`config.mk`:
```
export PLATFORM = sky130hd
export DESIGN_NAME = motor_duty_sched
export DESIGN_NICKNAME = d
export VERILOG_FILES = /design/src/rtl/motor_pkg.sv /design/src/rtl/tick_prescaler.sv /design/src/rtl/motor_duty_sched.sv
export SDC_FILE = /design/constraint.sdc
export NUM_CORES = 1
export LEC_CHECK = 0
export ABC_AREA = 1
export CAP_MARGIN = 20
export CORE_MARGIN = 4
export CORE_UTILIZATION = 41
export CTS_BUF_LIST = sky130_fd_sc_hd__clkbuf_4
export CTS_CLUSTER_DIAMETER = 60
export DETAILED_ROUTE_END_ITERATION = 7
export RECOVER_POWER = 25
export SYNTH_ARGS = -nofsm -noshare
export SYNTH_HDL_FRONTEND = slang
export SYNTH_SLANG_ARGS = --single-unit
```
`constraint.sdc`:
```
create_clock -name clk -period 4.1 [get_ports clk]
set_clock_uncertainty 0.2 [all_clocks]
set_input_delay 0.615 -clock clk [delete_from_list [all_inputs] [get_ports clk]]
set_output_delay 0.615 -clock clk [all_outputs]
set_load 0.1 [all_outputs]
```
`src/rtl/motor_pkg.sv`:
```
// Shared types and defaults for the motor duty-cycle sequencer.
package motor_pkg;

  localparam int DUTY_W          = 8;
  localparam int CRUISE_DUTY_DEF = 150;
  localparam int TURN_DUTY_DEF   = 180;

  typedef enum logic [2:0] {
    ST_IDLE = 3'd0,
    ST_RAMP = 3'd1,
    ST_RUN  = 3'd2,
    ST_STOP = 3'd3,
    ST_HOLD = 3'd4
  } state_e;

  // The motor is considered "driven" while ramping or running.
  function automatic logic is_drive(state_e s);
    return (s == ST_RAMP) || (s == ST_RUN);
  endfunction

endpackage

```
`src/rtl/tick_prescaler.sv`:
```
// Free-running 0..TICK_DIV-1 counter; tick is high in the cycle before the wrap,
// so the consumer acts on the wrapping edge. clr restarts the count.
module tick_prescaler #(
  parameter int TICK_DIV = 50000
) (
  input  logic clk,
  input  logic rst_n,
  input  logic clr,
  output logic tick
);

  localparam int CW = $clog2(TICK_DIV);
  localparam logic [CW-1:0] LAST = CW'(TICK_DIV - 1);

  logic [CW-1:0] cnt_q, cnt_d;

  always_comb begin
    cnt_d = cnt_q + 1'b1;
    if (clr || (cnt_q == LAST)) cnt_d = '0;
  end

  always_ff @(posedge clk or negedge rst_n) begin
    if (!rst_n) cnt_q <= '0;
    else        cnt_q <= cnt_d;
  end

  assign tick = (cnt_q == LAST);

endmodule

```
`src/rtl/motor_duty_sched.sv`:
```
// Duty-cycle sequencer for the PWM motor generator: soft ramping between
// cruise/turn targets, obstacle stop with restart hold-off, and enable gating.
module motor_duty_sched #(
  parameter int DUTY_W      = motor_pkg::DUTY_W,
  parameter int CRUISE_DUTY = motor_pkg::CRUISE_DUTY_DEF,
  parameter int TURN_DUTY   = motor_pkg::TURN_DUTY_DEF,
  parameter int RAMP_STEP   = 10,
  parameter int TICK_DIV    = 50000,
  parameter int HOLD_TICKS  = 20
) (
  input  logic              clk,
  input  logic              rst_n,
  input  logic              en,
  input  logic              ir,
  input  logic              tin,
  output logic [DUTY_W-1:0] duty,
  output logic              duty_upd,
  output logic              led1,
  output logic              led2,
  output logic [2:0]        state_o
);

  import motor_pkg::*;

  localparam int HW = $clog2(HOLD_TICKS + 1);
  localparam logic [DUTY_W-1:0] CRUISE_V = DUTY_W'(CRUISE_DUTY);
  localparam logic [DUTY_W-1:0] TURN_V   = DUTY_W'(TURN_DUTY);
  localparam logic [DUTY_W:0]   STEP_V   = (DUTY_W + 1)'(RAMP_STEP);
  localparam logic [HW-1:0]     HOLD_V   = HW'(HOLD_TICKS);

  logic ir_meta_q, irs_q, tin_meta_q, tins_q;
  state_e state_q, state_d;
  logic [DUTY_W-1:0] duty_q, duty_d, target, ramp_val;
  logic [DUTY_W:0] up_sum, dn_diff, tgt_ext;
  logic [HW-1:0] hold_q, hold_d;
  logic duty_upd_q, led1_q, led2_q;
  logic tick, clr;

  assign target = tins_q ? TURN_V : CRUISE_V;

  // One ramp step toward target, widened by a bit so neither direction can wrap.
  always_comb begin
    tgt_ext  = {1'b0, target};
    up_sum   = {1'b0, duty_q} + STEP_V;
    dn_diff  = {1'b0, duty_q} - STEP_V;
    ramp_val = target;
    if (duty_q < target) begin
      if (up_sum < tgt_ext) ramp_val = up_sum[DUTY_W-1:0];
    end else if (duty_q > target) begin
      if (!dn_diff[DUTY_W] && (dn_diff > tgt_ext)) ramp_val = dn_diff[DUTY_W-1:0];
    end
  end

  always_comb begin
    state_d = state_q;
    duty_d  = duty_q;
    hold_d  = hold_q;
    if (!en) begin
      state_d = ST_IDLE;
      duty_d  = '0;
    end else if (irs_q && (state_q inside {ST_RAMP, ST_RUN, ST_HOLD})) begin
      state_d = ST_STOP;
      duty_d  = '0;
    end else begin
      case (state_q)
        ST_IDLE: begin
          duty_d = '0;
          if (!irs_q) state_d = ST_RAMP;
        end
        ST_RAMP: begin
          if (duty_q == target) state_d = ST_RUN;
          else if (tick)        duty_d  = ramp_val;
        end
        ST_RUN: begin
          if (duty_q != target) state_d = ST_RAMP;
        end
        ST_STOP: begin
          duty_d = '0;
          hold_d = '0;
          if (!irs_q) state_d = ST_HOLD;
        end
        ST_HOLD: begin
          duty_d = '0;
          if (hold_q == HOLD_V) state_d = ST_RAMP;
          else if (tick)        hold_d  = hold_q + 1'b1;
        end
        default: begin
          state_d = ST_IDLE;
          duty_d  = '0;
        end
      endcase
    end
  end

  // Any state change restarts the tick period, swallowing a coincident tick.
  assign clr = (state_d != state_q);

  tick_prescaler #(
    .TICK_DIV(TICK_DIV)
  ) u_prescaler (
    .clk  (clk),
    .rst_n(rst_n),
    .clr  (clr),
    .tick (tick)
  );

  always_ff @(posedge clk or negedge rst_n) begin
    if (!rst_n) begin
      ir_meta_q  <= 1'b0;
      irs_q      <= 1'b0;
      tin_meta_q <= 1'b0;
      tins_q     <= 1'b0;
      state_q    <= ST_IDLE;
      duty_q     <= '0;
      hold_q     <= '0;
      duty_upd_q <= 1'b0;
      led1_q     <= 1'b0;
      led2_q     <= 1'b0;
    end else begin
      ir_meta_q  <= ir;
      irs_q      <= ir_meta_q;
      tin_meta_q <= tin;
      tins_q     <= tin_meta_q;
      state_q    <= state_d;
      duty_q     <= duty_d;
      hold_q     <= hold_d;
      duty_upd_q <= (duty_d != duty_q);
      // LEDs registered from next-state values so they line up with state_q/tins_q.
      led1_q     <= is_drive(state_d);
      led2_q     <= is_drive(state_d) & tin_meta_q;
    end
  end

  assign duty     = duty_q;
  assign duty_upd = duty_upd_q;
  assign led1     = led1_q;
  assign led2     = led2_q;
  assign state_o  = state_q;

endmodule

```
==> metrics.log, run 1 <==
[flow] collecting metrics
INFO  metric seq_cell_power = 0.454 mW
INFO  metric relative_contribution_of_sequential_cells_to_total_power = 0.531
INFO  metric path_buffers = 3
INFO  metric fmax = 0.3053 GHz
INFO  metric numPlacedInstances = 500
INFO  metric most_used_dff_post_synth = sky130_fd_sc_hd__dfrtp_1
INFO  metric max_stage_delay = 540 ps
INFO  metric arrival_time_worst_endpoint = 3310 ps
INFO  metric yosys.stat.chipArea = 2828 µm²
INFO  metric worst_hold_path_type = reg -> reg
INFO  metric drt.antenna.violating_nets = 0
INFO  metric post_synth_num_cell_types = 35
INFO  metric synth-edff-count = 0
INFO  metric first_global_vias = 2,462
INFO  metric yosys_register_bits = 39
INFO  metric final_area = 3118 µm²
INFO  metric ys_sh_aoi = 0.07566
INFO  metric number_of_antenna_violations_at_the_first_check_in_global_routing = 0
INFO  metric finalHoldViolCount = 0
INFO  metric crit_slowest_cell = sky130_fd_sc_hd__dfrtp_1
INFO  metric power_density = 274.5 nW/µm²
INFO  metric maxUsedRoutingLayer = met4
INFO  metric ys_cells = 407
INFO  metric wl = 6644 µm
INFO  metric swShare = 0.3589
INFO  metric final.setup.tns = 0 ps
INFO  metric antenna_cells = 0
INFO  metric synth_area = 2828 µm²
INFO  metric gr-usage-met2 = 0.2771
INFO  metric layout.area.seq = 975.9 µm²
INFO  metric routedLengthMet1 = 3272 µm
INFO  metric violations = max-capacitance violations, max-slew violations
INFO  metric clock_tree_from_tritoncts = built
INFO  metric timing.max_slew.rel_slack = -0.3837
INFO  metric report.power.total = 0.8559 mW
INFO  metric cts_hold_repair.buffers = 0
INFO  metric clock_tree.buffer_depth = 2
INFO  metric path_delay_family = simple AND/OR/NAND/NOR gates
INFO  metric rows = 30
INFO  metric crit_type = reg -> reg
INFO  metric ctsHtreeMaxLevel = 2
INFO  metric total_length_of_routed_met2_wires = 3052 µm
INFO  metric stage_log_warnings = 29
INFO  metric worst_skew_pair.late_latency = 330 ps
INFO  metric clk_pin_slew = 120 ps
INFO  metric hold-path-endpoint = irs_q
INFO  metric worst_r2r_startpoint = duty[1]
INFO  metric synth_nets = 422
INFO  metric grt_start_max_net_pins = 40
INFO  metric finalSetupViolCount = 0
INFO  metric power_frac_comb = 0.260
INFO  metric critical_path.startpoint = duty[1]
INFO  metric internal-power = 0.5487 mW
INFO  metric worst-path-stages = 25
INFO  metric required = 4130 ps
INFO  metric final_layout_top_logic_cell = sky130_fd_sc_hd__nand2_1
INFO  metric cts_sinks = 39
INFO  metric post_dp_cell_area = 3073 µm²
INFO  metric reg2reg_depth = 25
INFO  metric drv_slew = 40
INFO  metric p_clk_frac = 0.209
INFO  metric total_leakage_power = 1.532 nW
INFO  metric comb_cell_power = 0.223 mW
INFO  metric maxCapViolations = 1
INFO  metric async_flop_share = 1.000
INFO  metric run_status = finished with violations
INFO  metric min_path_cells = 0
INFO  metric yosys_warnings = 0
INFO  metric worst_max_slew_pin_slew = 2076 ps
INFO  metric top_cells_by_area = sky130_fd_sc_hd__dfrtp_1 35%, sky130_fd_sc_hd__nand2_1 15%, sky130_fd_sc_hd__inv_1 8.0%
INFO  metric layout.filler_cells = 707
INFO  metric vias = 2,581
==> run 1: cells in the mapped netlist (2+ instances only) <==
master	count
sky130_fd_sc_hd__nor2_1	41
sky130_fd_sc_hd__nand2_4	2
sky130_fd_sc_hd__a21oi_2	3
sky130_fd_sc_hd__nor3b_1	8
sky130_fd_sc_hd__o21ai_0	9
sky130_fd_sc_hd__nor2_2	7
sky130_fd_sc_hd__nand3_1	37
sky130_fd_sc_hd__nor3_1	10
sky130_fd_sc_hd__ha_1	10
sky130_fd_sc_hd__inv_1	60
sky130_fd_sc_hd__nand2_1	114
sky130_fd_sc_hd__dfrtp_1	39
sky130_fd_sc_hd__inv_2	5
sky130_fd_sc_hd__nor3_2	6
sky130_fd_sc_hd__and3_1	2
sky130_fd_sc_hd__nand4_1	15
sky130_fd_sc_hd__a21oi_1	14
sky130_fd_sc_hd__buf_2	3
sky130_fd_sc_hd__xor2_1	6
==> run 1: cells by family after synthesis <==
kind of cell               Yosys count
DFF                                 39
AOI/OAI and AO/OA                   32
adders and majority gates           10
xor gates and xnor gates             7
buffers and inverters               71
and+or+nand+nor                    248
==> run 1: final cells by class <==
| class | count | share of cell area |
|---|---|---|
| multi-input cells | 297 | 0.5036 |
| flip-flops and latches | 39 | 0.3130 |
| inverters | 65 | 0.07825 |
| repair buffers | 19 | 0.05819 |
| well taps | 80 | 0.03210 |
| clock buffers | 5 | 0.01204 |
| clock inverters | 2 | 0.002809 |
==> run 1: sequential cells by signal (all words and copies together), names as in the netlist <==
name	count
tins_q	1
duty	8
u_prescaler.cnt_q	16
led2	1
duty_upd	1
state_o	3
hold_q	5
irs_q	1
tin_meta_q	1
ir_meta_q	1
led1	1
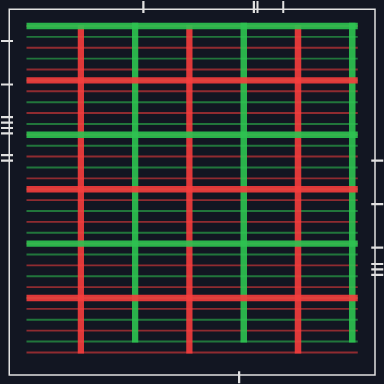
*Floorplan with the power grid, run 1*
(4 px per µm) Pins as bars on the die edge.
- red: VSS
- green: VDD
- met4 straps: 6
- met5 straps: 6
- met1 rails: 31
- rows: 30
- signal pins: 19
core footprint: 6756 µm²
VDD IR-drop max: 0.0002251 V
Die Y-Extent: 91.05 µm
horizontal die dimension: 91.05 µm

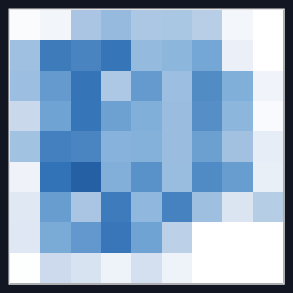
*Cell area per tile, run 1*
(3 px per µm) 9 x 9 tiles, from white (low) to dark blue (high), 0 to 100% covered.
- nearly empty tiles: 11%
- densest ninth of the die: middle left
- mean over tiles: 36%
- tiles over 75% full: 1.2%
fp_density: 0.4185
final core utilization: 0.4615

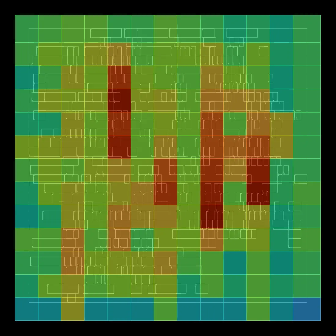
*Track usage over the die, run 1*
global routing usage summed across all routing layers: 0.1674
Global Route met1 Usage: 0.2242
routing layer with the top usage in global route: met2
Global Route met3 Usage: 0.02651
WL per Instance: 13.10 µm

### Routed clock nets over the placement, run 1

(6 px per µm)
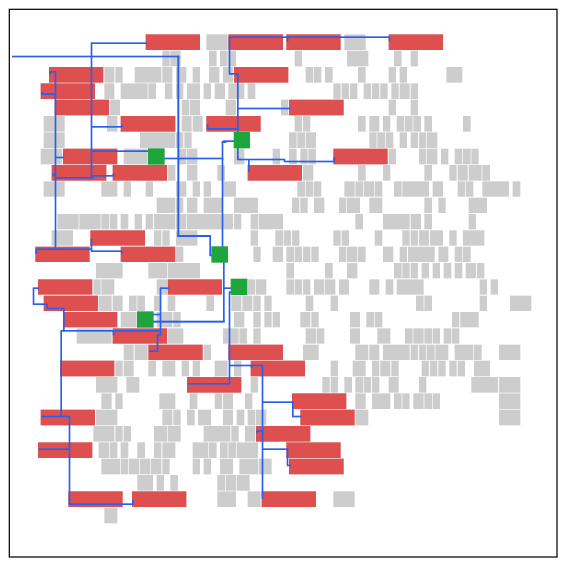

==> run 1 -> run 2 <==
==> constraint.sdc (replaced) <==
create_clock -name clk -period 3.3 [get_ports clk]
set_clock_uncertainty 0.2 [all_clocks]
set_input_delay 0.495 -clock clk [delete_from_list [all_inputs] [get_ports clk]]
set_output_delay 0.495 -clock clk [all_outputs]
set_load 0.1 [all_outputs]
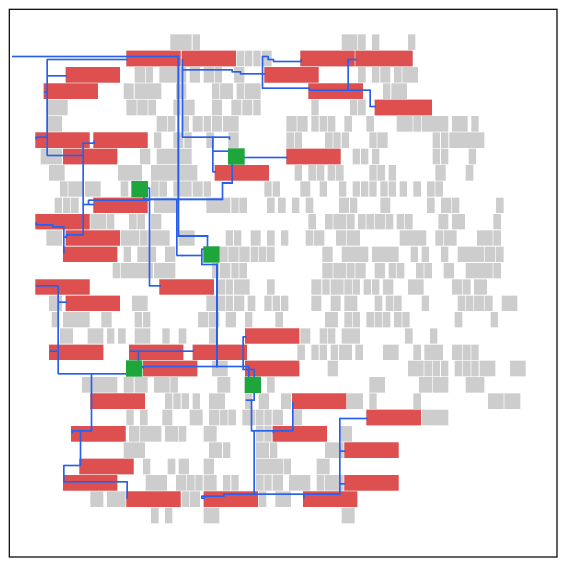
*Routed clock nets over the placement, run 2*
(6 px per µm)
- blue: clock wires (length 518 µm)
- green: clock-net drivers (count 5)
- red: flip-flops (count 39)
- routed clock nets: 6
source-to-sink clock delay at the later pin of the worst-skew pair: 340 ps
clock network power share: 0.212

==> metrics.log, run 2 <==
[flow] collecting metrics
INFO  metric run_status = finished with violations
INFO  metric violations = max-capacitance violations, max-slew violations
INFO  metric layout.filler_cells = 714
INFO  metric drive_above_1_share = 0.1491
INFO  metric first_global_vias = 2,639
INFO  metric grt_most_used_layer = met2
INFO  metric number_of_antenna_violations_at_the_first_check_in_global_routing = 0
INFO  metric final_min_period_over_clock_period = 0.8840
INFO  metric dr_wl_met3 = 263 µm
INFO  metric placement.io_buffers = 18
INFO  metric routedLengthMet1 = 3283 µm
INFO  metric postSynthAreaPerCell = 6.948 µm²
INFO  metric async_flop_share = 1.000
INFO  metric mostFrequentLayoutCells = 112 x sky130_fd_sc_hd__nand2_1, 59 x sky130_fd_sc_hd__inv_1, 41 x sky130_fd_sc_hd__nor2_1
INFO  metric clock_tree_from_tritoncts = built
INFO  metric clock_cell_area_share = 0.01462
INFO  metric die_area = 8289 µm²
INFO  metric comb_area_share = 0.5000
INFO  metric netlist_logic_family_top = simple AND/OR/NAND/NOR gates
INFO  metric layout.area.seq = 978.4 µm²
INFO  metric fin_nets = 451
INFO  metric ys_sh_xor = 0.02168
INFO  metric starting_drc_count_in_detailed_routing = 111
INFO  metric synth_area = 2828 µm²
INFO  metric seq_area_frac = 0.3091
INFO  metric power_density = 339.5 nW/µm²
INFO  metric initial_core_util = 0.4185
INFO  metric worst_hold_path_type = reg -> reg
INFO  metric maxCapViolations = 1
INFO  metric yosys.stat.chipArea = 2828 µm²
INFO  metric endpoint_class_of_the_critical_path = register
INFO  metric required = 3350 ps
INFO  metric arrival_time_worst_endpoint = 2970 ps
INFO  metric horizontal_die_dimension = 91.05 µm
INFO  metric clock_tree.buffer_depth = 2
INFO  metric reg2reg_depth = 23
INFO  metric synth_nets = 422
INFO  metric wl = 6675 µm
INFO  metric crit_slowest_cell = sky130_fd_sc_hd__dfrtp_2
INFO  metric crit_path_frequent_cell = sky130_fd_sc_hd__nand2_1
INFO  metric timing.max_slew.rel_slack = -0.3628
INFO  metric crit_type = reg -> reg
INFO  metric seq_cell_count = 39
INFO  metric nonClockBufferCount = 28
INFO  metric setup_repair_after_global_routing_missed_its_margin = false
INFO  metric ys_cells = 407
INFO  metric hold_start = ir_meta_q
INFO  metric ys_sh_aoi = 0.07566
INFO  metric yosys_register_bits = 39
INFO  metric worst_r2r_startpoint = duty[1]
INFO  metric estimated_wirelength_of_the_detail_placed_design = 5252 µm
INFO  metric worst_max_slew_pin_slew = 2044 ps
INFO  metric synth-edff-count = 0
INFO  metric total_leakage_power = 1.604 nW
INFO  metric vias = 2,621
INFO  metric synth_dominant_cell_count = sky130_fd_sc_hd__nand2_1
INFO  metric gpl.final_weighted_congestion = 0.9210
INFO  metric stage_log_warnings = 29
INFO  metric synth_sequential_area_ratio = 0.3451
INFO  metric max_ffs_per_register = 16
INFO  metric layout.non_clock_inverters = 65
INFO  metric finalHoldViolCount = 0
INFO  metric cp_max_fo = 9
INFO  metric maxUsedRoutingLayer = met4
INFO  metric logic_gates = 297
INFO  metric cts_inserted_buffers = 5
INFO  metric post_synth_num_cell_types = 35
INFO  metric clk_pin_slew = 120 ps
INFO  metric synth.largest_area_cell = sky130_fd_sc_hd__dfrtp_1
INFO  metric cts_sinks = 39
INFO  metric top_cells_by_area = sky130_fd_sc_hd__dfrtp_1 35%, sky130_fd_sc_hd__nand2_1 15%, sky130_fd_sc_hd__inv_1 8.0%
INFO  metric post-synth-top-area-fraction = 0.3451
INFO  metric biggestCellCategory = multi-input combinational cells
INFO  metric yosys-top-cells-count = 114 x sky130_fd_sc_hd__nand2_1, 60 x sky130_fd_sc_hd__inv_1, 41 x sky130_fd_sc_hd__nor2_1
INFO  metric fmax = 0.3428 GHz
INFO  metric floorplan.tapcells = 80
INFO  metric wire_length_of_the_first_global_routing_pass = 12,050 µm
INFO  metric grt.overflow.total = 0
INFO  metric path_delay_family = simple AND/OR/NAND/NOR gates
INFO  metric num_io_pins = 19
INFO  metric design.core.area = 6756 µm²
INFO  metric grt_start_max_net_pins = 40
INFO  metric vdd.ir_drop.worst = 0.0002661 V
INFO  metric ys_sh_simple = 0.4137
INFO  metric registers.top_by_ff_count = u_prescaler.cnt_q
INFO  metric min_path_cells = 0
INFO  metric area_delta_synth_final = 11.95%
INFO  metric combGateArea = 1583 µm²
INFO  metric critical_path.cell_chain = buf_4 > ha_1 > inv_1 > nand2_1 > a21oi_1 > nor2_1 > ha_1 > nand4_1 > nand3_1 > nand2_2 > nand2_1 > nand2_1 > nor2_1 > nor2_1 > nand2_1 > nand2_1 > nand2_1 > nand2_1 > nand2_1 > nand2_1 > nand2_1 > nor2_1 > nand2_1
INFO  metric drt-pass1-iter-count = 4
INFO  metric period_needed = 2917 ps
INFO  metric post_drt_via_cell_ratio = 5.079
INFO  metric setup.reg_to_reg.worst_slack = 380 ps
INFO  metric master_cell_of_the_clock_root_buffer = sky130_fd_sc_hd__clkbuf_4
INFO  metric synth.mux.area_fraction = 0
INFO  metric max_stage_delay = 420 ps
INFO  metric num-clock-buffers = 5
INFO  metric hold-path-endpoint = irs_q
INFO  metric ctsHtreeMaxLevel = 2
INFO  metric drt.antenna.violating_nets = 0
INFO  metric gr-usage-met2 = 0.2790
INFO  metric finalSetupViolCount = 0
INFO  metric chipHeight = 91.05 µm
INFO  metric postSynthCellCount = 407
INFO  metric total_length_of_routed_met2_wires = 2970 µm
INFO  metric cts_hold_repair.buffers = 0
INFO  metric yosys_warnings = 0
INFO  metric final_layout_top_logic_cell = sky130_fd_sc_hd__nand2_1
INFO  metric route.detailed.drc = 0
INFO  metric rows = 30
INFO  metric non_clock_buffer_area_share = 0.06759
INFO  metric start_kind = register
INFO  metric antenna_cells = 0
INFO  metric path_buffers = 2
INFO  metric final.setup.tns = 0 ps
INFO  metric drv_slew = 40
INFO  metric synthAdderAreaFrac = 0.04425
INFO  metric worstReg2RegEnd = duty_upd
INFO  metric most_used_dff_post_synth = sky130_fd_sc_hd__dfrtp_1
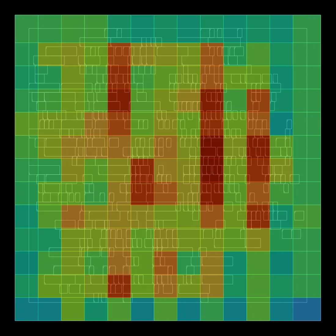
*Track usage over the die, run 2*
Global Route met1 Usage: 0.2381
global routing usage summed across all routing layers: 0.1758
WL per Instance: 12.94 µm
final core utilization: 0.4685
Global Route met3 Usage: 0.03231

==> run 2: cell types whose count changed in the layout (fill, tap and decap cells not counted) <==
| cell | change |
|---|---|
| sky130_fd_sc_hd__buf_4 | +23 |
| sky130_fd_sc_hd__dfrtp_2 | +2 |
| sky130_fd_sc_hd__nand2_1 | -2 |
| sky130_fd_sc_hd__nand2_2 | +2 |
| sky130_fd_sc_hd__clkdlybuf4s50_1 | -14 |
| sky130_fd_sc_hd__inv_2 | +1 |
| sky130_fd_sc_hd__inv_1 | -1 |
| sky130_fd_sc_hd__xor2_2 | +1 |
| sky130_fd_sc_hd__dfrtp_1 | -2 |
| sky130_fd_sc_hd__xor2_1 | -1 |
==> run 2: per-stage QoR <==
step	total power, mW	area (µm²)	hold slack, ps	cells	setup slack (ps)
6_report	1.075	3166	163.1	516	382.9
3_3_place_gp	0.8531	3108	139.4	509	238.2
3_5_place_dp	0.8575	3108	141.8	509	290.9
2_1_floorplan	0.7893	2830	-0.5910	407	61.03
5_1_grt	1.151	3166	181.9	516	38.84
4_1_cts	1.091	3154	79.17	516	259.1
==> run 2: where the power goes <==
group	leakage [nW]	internal, mW	total, mW	switching (mW)
Clock	0.0285	0.0756	0.228	0.153
Combinational	1.06	0.0834	0.281	0.197
Sequential	0.517	0.527	0.566	0.0389
==> run 2: worst max-delay path by stage <==
| stage | cells past startpoint | startpoint | endpoint |
|---|---|---|---|
| finish | 23 | duty[1] | duty_upd |
| global route | 23 | duty[1] | duty_upd |
| CTS | 25 | duty[1] | duty_upd |
| detailed placement | 23 | duty[1] | duty_upd |
| global placement | 23 | duty[1] | duty_upd |
| floorplan | 23 | duty[4] | duty_upd |
==> run 2: what timing repair did <==
action                     in CTS  in global routing
setup endpoints to repair       0                  1
hold endpoints to repair        0                  0
resized                         0                  4
setup buffers                   0                  0
Power figures rest on the tool's default switching activity, not on a simulated workload.
